===== src/rtl/cnn_pkg.sv =====
// Shared sizing helpers and the sequencer state type for the CNN address generators.
package cnn_pkg;

    typedef enum logic [1:0] {
        IDLE = 2'd0,
        RUN  = 2'd1,
        DONE = 2'd2
    } sched_state_t;

    function automatic int clog2(input int n);
        int r;
        r = 0;
        for (int i = 0; i < 31; i++) begin
            if ((32'sd1 <<< i) < n) r = i + 1;
        end
        return r;
    endfunction

    // Port/counter width: a zero-width bus is never legal, so floor at 1.
    function automatic int bw(input int n);
        int c;
        c = clog2(n);
        return (c < 1) ? 1 : c;
    endfunction

    function automatic int max2(input int a, input int b);
        return (a > b) ? a : b;
    endfunction

    function automatic int conv_out_dim(input int n, input int k, input int s, input int p);
        return (n + 2 * p - k) / s + 1;
    endfunction

endpackage


===== src/rtl/patch_scheduler_nested_wrap_counter.sv =====
// Four-level wrap counter (level 0 fastest). Exposes the post-increment value so the
// caller can register outputs derived from the next position in the same cycle.
module nested_wrap_counter
    import cnn_pkg::*;
#(
    parameter  int L0 = 3,
    parameter  int L1 = 3,
    parameter  int L2 = 5,
    parameter  int L3 = 5,
    localparam int W0 = bw(L0),
    localparam int W1 = bw(L1),
    localparam int W2 = bw(L2),
    localparam int W3 = bw(L3)
) (
    input  logic          i_clk,
    input  logic          i_rst,
    input  logic          i_clr,
    input  logic          i_inc,
    output logic [W0-1:0] o_n0,
    output logic [W1-1:0] o_n1,
    output logic [W2-1:0] o_n2,
    output logic [W3-1:0] o_n3,
    output logic [3:0]    o_wrap
);

    logic [W0-1:0] r_c0;
    logic [W1-1:0] r_c1;
    logic [W2-1:0] r_c2;
    logic [W3-1:0] r_c3;
    logic [3:0]    w_term;

    assign w_term[0] = (r_c0 == W0'(L0 - 1));
    assign w_term[1] = (r_c1 == W1'(L1 - 1));
    assign w_term[2] = (r_c2 == W2'(L2 - 1));
    assign w_term[3] = (r_c3 == W3'(L3 - 1));

    // A level wraps when it is terminal and the carry reaches it.
    assign o_wrap[0] = i_inc & w_term[0];
    assign o_wrap[1] = o_wrap[0] & w_term[1];
    assign o_wrap[2] = o_wrap[1] & w_term[2];
    assign o_wrap[3] = o_wrap[2] & w_term[3];

    always_comb begin
        o_n0 = r_c0;
        o_n1 = r_c1;
        o_n2 = r_c2;
        o_n3 = r_c3;
        if (i_clr) begin
            o_n0 = '0;
            o_n1 = '0;
            o_n2 = '0;
            o_n3 = '0;
        end else begin
            if (i_inc)     o_n0 = w_term[0] ? '0 : r_c0 + W0'(1);
            if (o_wrap[0]) o_n1 = w_term[1] ? '0 : r_c1 + W1'(1);
            if (o_wrap[1]) o_n2 = w_term[2] ? '0 : r_c2 + W2'(1);
            if (o_wrap[2]) o_n3 = w_term[3] ? '0 : r_c3 + W3'(1);
        end
    end

    always_ff @(posedge i_clk) begin
        if (i_rst) begin
            r_c0 <= '0;
            r_c1 <= '0;
            r_c2 <= '0;
            r_c3 <= '0;
        end else begin
            r_c0 <= o_n0;
            r_c1 <= o_n1;
            r_c2 <= o_n2;
            r_c3 <= o_n3;
        end
    end

endmodule


===== src/rtl/patch_scheduler.sv =====
// Walks a KxK window over an HxW image (stride S, padding P) and streams one tap
// address per accepted beat, patch after patch in row-major order.
//
// state | meaning
// IDLE  | waiting for i_start; counters parked at zero
// RUN   | presenting beats; advance on o_out_valid & i_out_ready
// DONE  | one-cycle completion pulse, then back to IDLE
module patch_scheduler
    import cnn_pkg::*;
#(
    parameter  int H   = 5,
    parameter  int W   = 5,
    parameter  int K   = 3,
    parameter  int S   = 1,
    parameter  int P   = 1,
    localparam int OH  = conv_out_dim(H, K, S, P),
    localparam int OW  = conv_out_dim(W, K, S, P),
    localparam int AW  = bw(H * W),
    localparam int TW  = bw(K * K),
    localparam int OHW = bw(OH),
    localparam int OWW = bw(OW)
) (
    input  logic           i_clk,
    input  logic           i_rst,
    input  logic           i_start,
    output logic           o_busy,
    output logic           o_done,
    output logic           o_out_valid,
    input  logic           i_out_ready,
    output logic [AW-1:0]  o_out_addr,
    output logic           o_out_pad,
    output logic [TW-1:0]  o_out_tap,
    output logic [OHW-1:0] o_out_oi,
    output logic [OWW-1:0] o_out_oj,
    output logic           o_out_first,
    output logic           o_out_last,
    output logic           o_out_eof
);

    localparam int KW = bw(K);
    localparam int CW = clog2(max2(H, W) + P) + 2;
    localparam logic signed [CW-1:0] HS = CW'(H);
    localparam logic signed [CW-1:0] WS = CW'(W);

    sched_state_t r_state;
    sched_state_t w_state_nxt;

    logic           w_accept;
    logic           w_load;
    logic           w_clr_out;
    logic           w_cnt_clr;
    logic           w_cnt_inc;
    logic [3:0]     w_wrap;

    logic [KW-1:0]  w_n_kj;
    logic [KW-1:0]  w_n_ki;
    logic [OWW-1:0] w_n_oj;
    logic [OHW-1:0] w_n_oi;

    int                    w_row_i;
    int                    w_col_i;
    logic signed [CW-1:0]  w_row;
    logic signed [CW-1:0]  w_col;
    logic                  w_pad;
    logic [AW-1:0]         w_addr;
    logic [TW-1:0]         w_tap;
    logic                  w_first;
    logic                  w_last;
    logic                  w_eof;

    logic [AW-1:0]  r_addr;
    logic           r_pad;
    logic [TW-1:0]  r_tap;
    logic [OHW-1:0] r_oi;
    logic [OWW-1:0] r_oj;
    logic           r_first;
    logic           r_last;
    logic           r_eof;

    nested_wrap_counter #(
        .L0 (K),
        .L1 (K),
        .L2 (OW),
        .L3 (OH)
    ) u_cnt (
        .i_clk  (i_clk),
        .i_rst  (i_rst),
        .i_clr  (w_cnt_clr),
        .i_inc  (w_cnt_inc),
        .o_n0   (w_n_kj),
        .o_n1   (w_n_ki),
        .o_n2   (w_n_oj),
        .o_n3   (w_n_oi),
        .o_wrap (w_wrap)
    );

    assign o_out_valid = (r_state == RUN);
    assign o_busy      = (r_state == RUN) || (r_state == DONE);
    assign o_done      = (r_state == DONE);
    assign w_accept    = o_out_valid & i_out_ready;

    always_ff @(posedge i_clk) begin
        if (i_rst) r_state <= IDLE;
        else       r_state <= w_state_nxt;
    end

    always_comb begin
        w_state_nxt = r_state;
        w_load      = 1'b0;
        w_clr_out   = 1'b0;
        w_cnt_clr   = 1'b0;
        w_cnt_inc   = 1'b0;
        case (r_state)
            IDLE: begin
                if (i_start) begin
                    w_state_nxt = RUN;
                    w_cnt_clr   = 1'b1;
                    w_load      = 1'b1;
                end
            end
            RUN: begin
                if (w_accept) begin
                    w_cnt_inc = 1'b1;
                    // Every level wrapping together means the eof beat just left.
                    if (&w_wrap) begin
                        w_state_nxt = DONE;
                        w_clr_out   = 1'b1;
                    end else begin
                        w_load = 1'b1;
                    end
                end
            end
            DONE:    w_state_nxt = IDLE;
            default: w_state_nxt = IDLE;
        endcase
    end

    // Datapath runs on the counter's next position so the outputs land registered.
    always_comb begin
        w_row_i = int'(w_n_oi) * S - P + int'(w_n_ki);
        w_col_i = int'(w_n_oj) * S - P + int'(w_n_kj);
        w_row   = CW'(w_row_i);
        w_col   = CW'(w_col_i);
        w_pad   = (w_row < 0) || (w_row >= HS) || (w_col < 0) || (w_col >= WS);
        w_addr  = w_pad ? '0 : AW'(int'(w_row) * W + int'(w_col));
        w_tap   = TW'(int'(w_n_ki) * K + int'(w_n_kj));
        w_first = (w_n_ki == '0) && (w_n_kj == '0);
        w_last  = (w_n_ki == KW'(K - 1)) && (w_n_kj == KW'(K - 1));
        w_eof   = w_last && (w_n_oi == OHW'(OH - 1)) && (w_n_oj == OWW'(OW - 1));
    end

    always_ff @(posedge i_clk) begin
        if (i_rst || w_clr_out) begin
            r_addr  <= '0;
            r_pad   <= 1'b0;
            r_tap   <= '0;
            r_oi    <= '0;
            r_oj    <= '0;
            r_first <= 1'b0;
            r_last  <= 1'b0;
            r_eof   <= 1'b0;
        end else if (w_load) begin
            r_addr  <= w_addr;
            r_pad   <= w_pad;
            r_tap   <= w_tap;
            r_oi    <= w_n_oi;
            r_oj    <= w_n_oj;
            r_first <= w_first;
            r_last  <= w_last;
            r_eof   <= w_eof;
        end
    end

    assign o_out_addr  = r_addr;
    assign o_out_pad   = r_pad;
    assign o_out_tap   = r_tap;
    assign o_out_oi    = r_oi;
    assign o_out_oj    = r_oj;
    assign o_out_first = r_first;
    assign o_out_last  = r_last;
    assign o_out_eof   = r_eof;

endmodule


===== config.mk =====
export PLATFORM = sky130hd
export DESIGN_NAME = patch_scheduler
export DESIGN_NICKNAME = d
export VERILOG_FILES = /design/src/rtl/cnn_pkg.sv /design/src/rtl/patch_scheduler_nested_wrap_counter.sv /design/src/rtl/patch_scheduler.sv
export SDC_FILE = /design/constraint.sdc
export NUM_CORES = 1
export LEC_CHECK = 0
export ABC_AREA = 1
export CAP_MARGIN = 5
export CORE_UTILIZATION = 60
export CTS_BUF_LIST = sky130_fd_sc_hd__clkbuf_16
export CTS_CLUSTER_DIAMETER = 50
export DETAILED_ROUTE_END_ITERATION = 8
export PLACE_DENSITY = 0.94
export SYNTH_ARGS = -nofsm -noshare
export SYNTH_HDL_FRONTEND = slang
export SYNTH_SLANG_ARGS = --single-unit

===== constraint.sdc =====
create_clock -name i_clk -period 7.75 [get_ports i_clk]
set_input_delay 1.1625 -clock i_clk [delete_from_list [all_inputs] [get_ports i_clk]]
set_output_delay 1.1625 -clock i_clk [all_outputs]
set_load 0.02 [all_outputs]

==> run summary, run 1 <==
top layer in use -> met4
Die Width -> 62.5 um
FF-to-FF path depth -> 25
first-pass GRT wire length -> 8.55 mm
number of antenna-violating nets in the routed design -> 0
CP Data Required Time -> 7.95 ns
Crit path max-delay family -> simple AND/OR/NAND/NOR gates
Pins Over Slew Limit -> 0
setup tns final -> 0 ns
crit path DAT -> 5.61 ns
Clock Skew -> 0.00472 ns
largest net degree at the start of global routing -> 24
top_reg_cell synth -> dfxtp_1
worst skew pair latency -> 0.28 ns
CTS resizes -> 0
grt met2 use -> 0.501
YS chip area -> 2190 um^2
outcome -> finished clean
Crit path depth -> 24
Net Count, Synth -> 329
EDFF count, synth -> 0
flop-to-flop setup slack -> 2.97 ns
Clk power -> 217 uW
Clk pwr share -> 0.270
Sw Pwr -> 319 uW
crit path capture -> o_out_addr[4]$_SDFFE_PP0P_
Placed Area -> 2470 um^2
htree depth -> 2
CTS tree -> yes
met1 WL -> 1.99 mm
synth warn -> 0
clock buffer depth -> 2
Setup crit start kind -> primary input
xor+xnor area frac -> 0.0120
combinational power -> 386 uW
number of setup violations in the final report -> 0
Slew @ Worst Pin -> 0.937 ns
CP Launch Point -> i_start
Final Hold Violation Tally -> 0
Setup CP Type -> primary input to register
met3 wire length -> 214 um
post-CTS setup buffers -> 0
routing usage on met3 -> 0.0511
Buf/Inv on CP -> 7
worst hold stages -> 2
Final Hold Slack -> 0.461 ns
gpl congestion -> 0.917
hold_sp -> o_out_oj[1]$_SDFFE_PP0P_
reg-to-reg startpoint -> r_state[0]$_SDFFE_PP0P_
Pwr Density -> 305 nW/um^2
CP max stage delay -> 0.79 ns
Adders+Majority by Area -> 0.220
DR iter-0 viols -> 167
Area leader share -> 0.283
Yosys cell types -> 29
# DRC -> 0
worst reg2reg endpoint -> o_out_addr[4]$_SDFFE_PP0P_
drt first pass iters -> 4
Largest logic family -> simple AND/OR/NAND/NOR gates
Seq share, synth -> 0.283
==> run 1: placed cells by master (no fill, tap or decap), types with 2 or more instances in the layout <==
cell type	netlist	routed
a211oi_1	2	2
a21oi_1	19	19
clkbuf_16	0	5
clkdlybuf4s50_1	0	25
dfxtp_1	31	31
fa_1	6	6
ha_1	29	29
inv_1	44	44
inv_2	6	6
nand2_1	48	48
nand2_2	7	7
nand3_1	15	15
nand3_2	6	6
nand4_1	8	8
nor2_1	30	30
nor2_4	3	3
nor3_1	2	2
o211ai_1	2	2
o21ai_0	15	15
or2_2	2	2
xnor2_1	2	2
==> run 1: final cells by class <==
type	instances	area [um^2]
fillers	224	781
well taps	46	57.6
flip-flops and latches	31	621
multi-input cells	203	1360
clock buffers	5	125
inverters	50	188
clock inverters	3	38.8
repair buffers	25	250
run_1/class_map.png
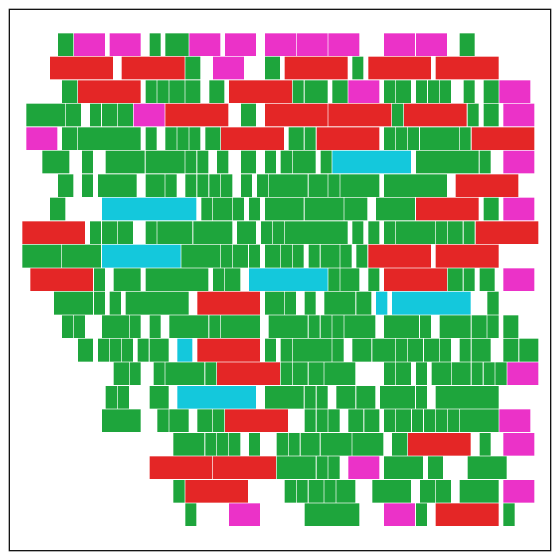
remaining buffers and delay cells -> magenta  # cells 25, share of their area 9.7%
registers -> red  # cells 31, share of their area 24%
remaining logic cells -> green  # cells 253, share of their area 60%
clock drivers and dummy loads -> cyan  # cells 8, share of their area 6.4%
Core ar.: 3420 um^2
flop share of the area: 0.236
num rows: 21
final core area utilization: 0.771

run_1/route_heat.png
Bar = 20 um. 12 x 12 tiles, from dark blue (low) to red (high), scaled to the fullest tile. Values are wire area over tile area, all layers added.
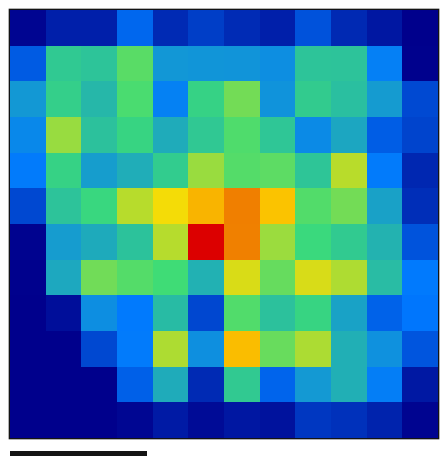
mean over tiles = 0.20
emptiest ninth of the die = lower left
tiles over half the peak = 22%
densest ninth of the die = center
fullest tile = 0.59
Wirelength per Cell: 13.3 um
vias: 1964

run_1/ff_map.png
Bar = 20 um. Other sequential cells in the stronger gray, the rest of the logic in the fainter gray.
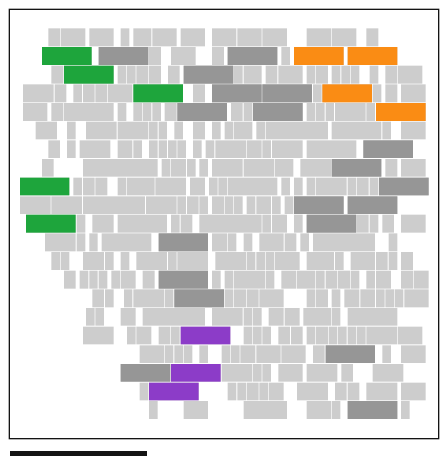
`o_out_addr` -> green  # sequential cells 5, where upper left
`u_cnt.r_c2` -> purple  # sequential cells 3
`o_out_tap` -> orange  # sequential cells 4, where upper right
register area: 621 um^2
P_seq: 200 uW

--- run 2 (diff from run 1) ---
Settings changed: CORE_UTILIZATION 60 to 56, PLACE_DENSITY 0.94 to 0.89.
Clock period 7.75 ns to 5 ns, I/O delays scaled along.
run_2/class_map.png
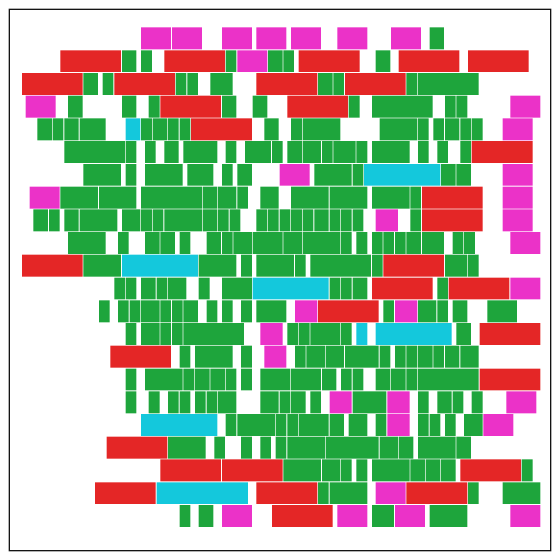
registers -> red  # cells 31, share of their area 23%
remaining buffers and delay cells -> magenta  # cells 33, share of their area 12%
remaining logic cells -> green  # cells 253, share of their area 59%
clock drivers and dummy loads -> cyan  # cells 8, share of their area 6.2%

==> run 2 against run 1 <==
Against the previous run:
- critical path depth fell by 1
- setup slack got worse by 2.1 ns
- critical endpoint unchanged
- clock skew rose by 0.0021 ns
==> run summary, run 2 <==
Clock Skew -> 0.00682 ns
Seq share, synth -> 0.283
number of antenna-violating nets in the routed design -> 0
Clk pwr share -> 0.272
first-pass GRT wire length -> 8.43 mm
Crit path depth -> 23
hold_sp -> o_out_oi[2]$_SDFFE_PP0P_
Top cell excl fill/tap -> nand2_1
Sw Pwr -> 504 uW
crit path capture -> o_out_addr[4]$_SDFFE_PP0P_
reg-to-reg startpoint -> r_state[1]$_SDFFE_PP0P_
crit path DAT -> 4.92 ns
Die Width -> 64.6 um
Setup CP Type -> primary input to register
Final non-clock buffer share -> 0.115
Slew @ Worst Pin -> 0.688 ns
# fillers -> 267
Area-dominant class -> logic gates
flop share of the area -> 0.230
number of setup violations in the final report -> 0
tap cells -> 48
FF-to-FF path depth -> 27
Logic area -> 1360 um^2
worst reg2reg endpoint -> o_out_addr[4]$_SDFFE_PP0P_
routing usage on met3 -> 0.0563
EDFF count, synth -> 0
Crit path max-delay family -> adder cells
register area -> 621 um^2
combinational power -> 604 uW
Non-clock buffers -> 33
Seq cells -> 31
outcome -> finished clean
# clk buffers -> 5
CTS tree -> yes
Pins Over Slew Limit -> 0
largest net degree at the start of global routing -> 24
top layer in use -> met4
comb_multi_in -> 203
Net Count, Synth -> 329
drt first pass iters -> 6
htree depth -> 2
clock buffer depth -> 2
met1 WL -> 2.18 mm
Core ar. -> 3720 um^2
num rows -> 22
Final Hold Violation Tally -> 0
# DRC -> 0
CP Launch Point -> i_start
CP Data Required Time -> 5.20 ns
run_2/layers.png
Bar = 20 um.
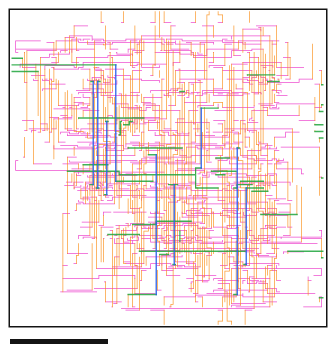
M1 -> magenta  # wire length 2180 um
M4 -> blue  # wire length 184 um
M3 -> green  # wire length 223 um
M2 -> orange  # wire length 2560 um

run 2: cell types whose count changed in the layout (fill, tap and decap cells not counted), sizes merged:
cell and delta:
buf +8
run 2: repair_timing:
action	4_1_cts	5_1_grt
buffers inserted	0	3
hold buffers	0	0
resized	0	1
setup endpoints to repair	0	1
hold endpoints to repair	0	0
run 2: through the flow:
step	instances	area, um^2	TNS, ns
floorplan	290	2190	0
global placement	362	2510	0
detailed placement	362	2510	-0.0303
CTS	370	2680	0
global route	373	2700	0
finish	373	2700	0
run 2: kinds of logic after synthesis:
logic type / after synthesis / share of synthesized area
flip-flops: 31 / 0.283
XOR/XNOR: 3 / 0.0120
adder cells (fa/ha/maj): 35 / 0.220
AND-OR/OR-AND: 39 / 0.0941
buffers and inverters: 56 / 0.0998
AND/OR/NAND/NOR: 126 / 0.291
Power figures rest on the tool's default switching activity, not on a simulated workload.
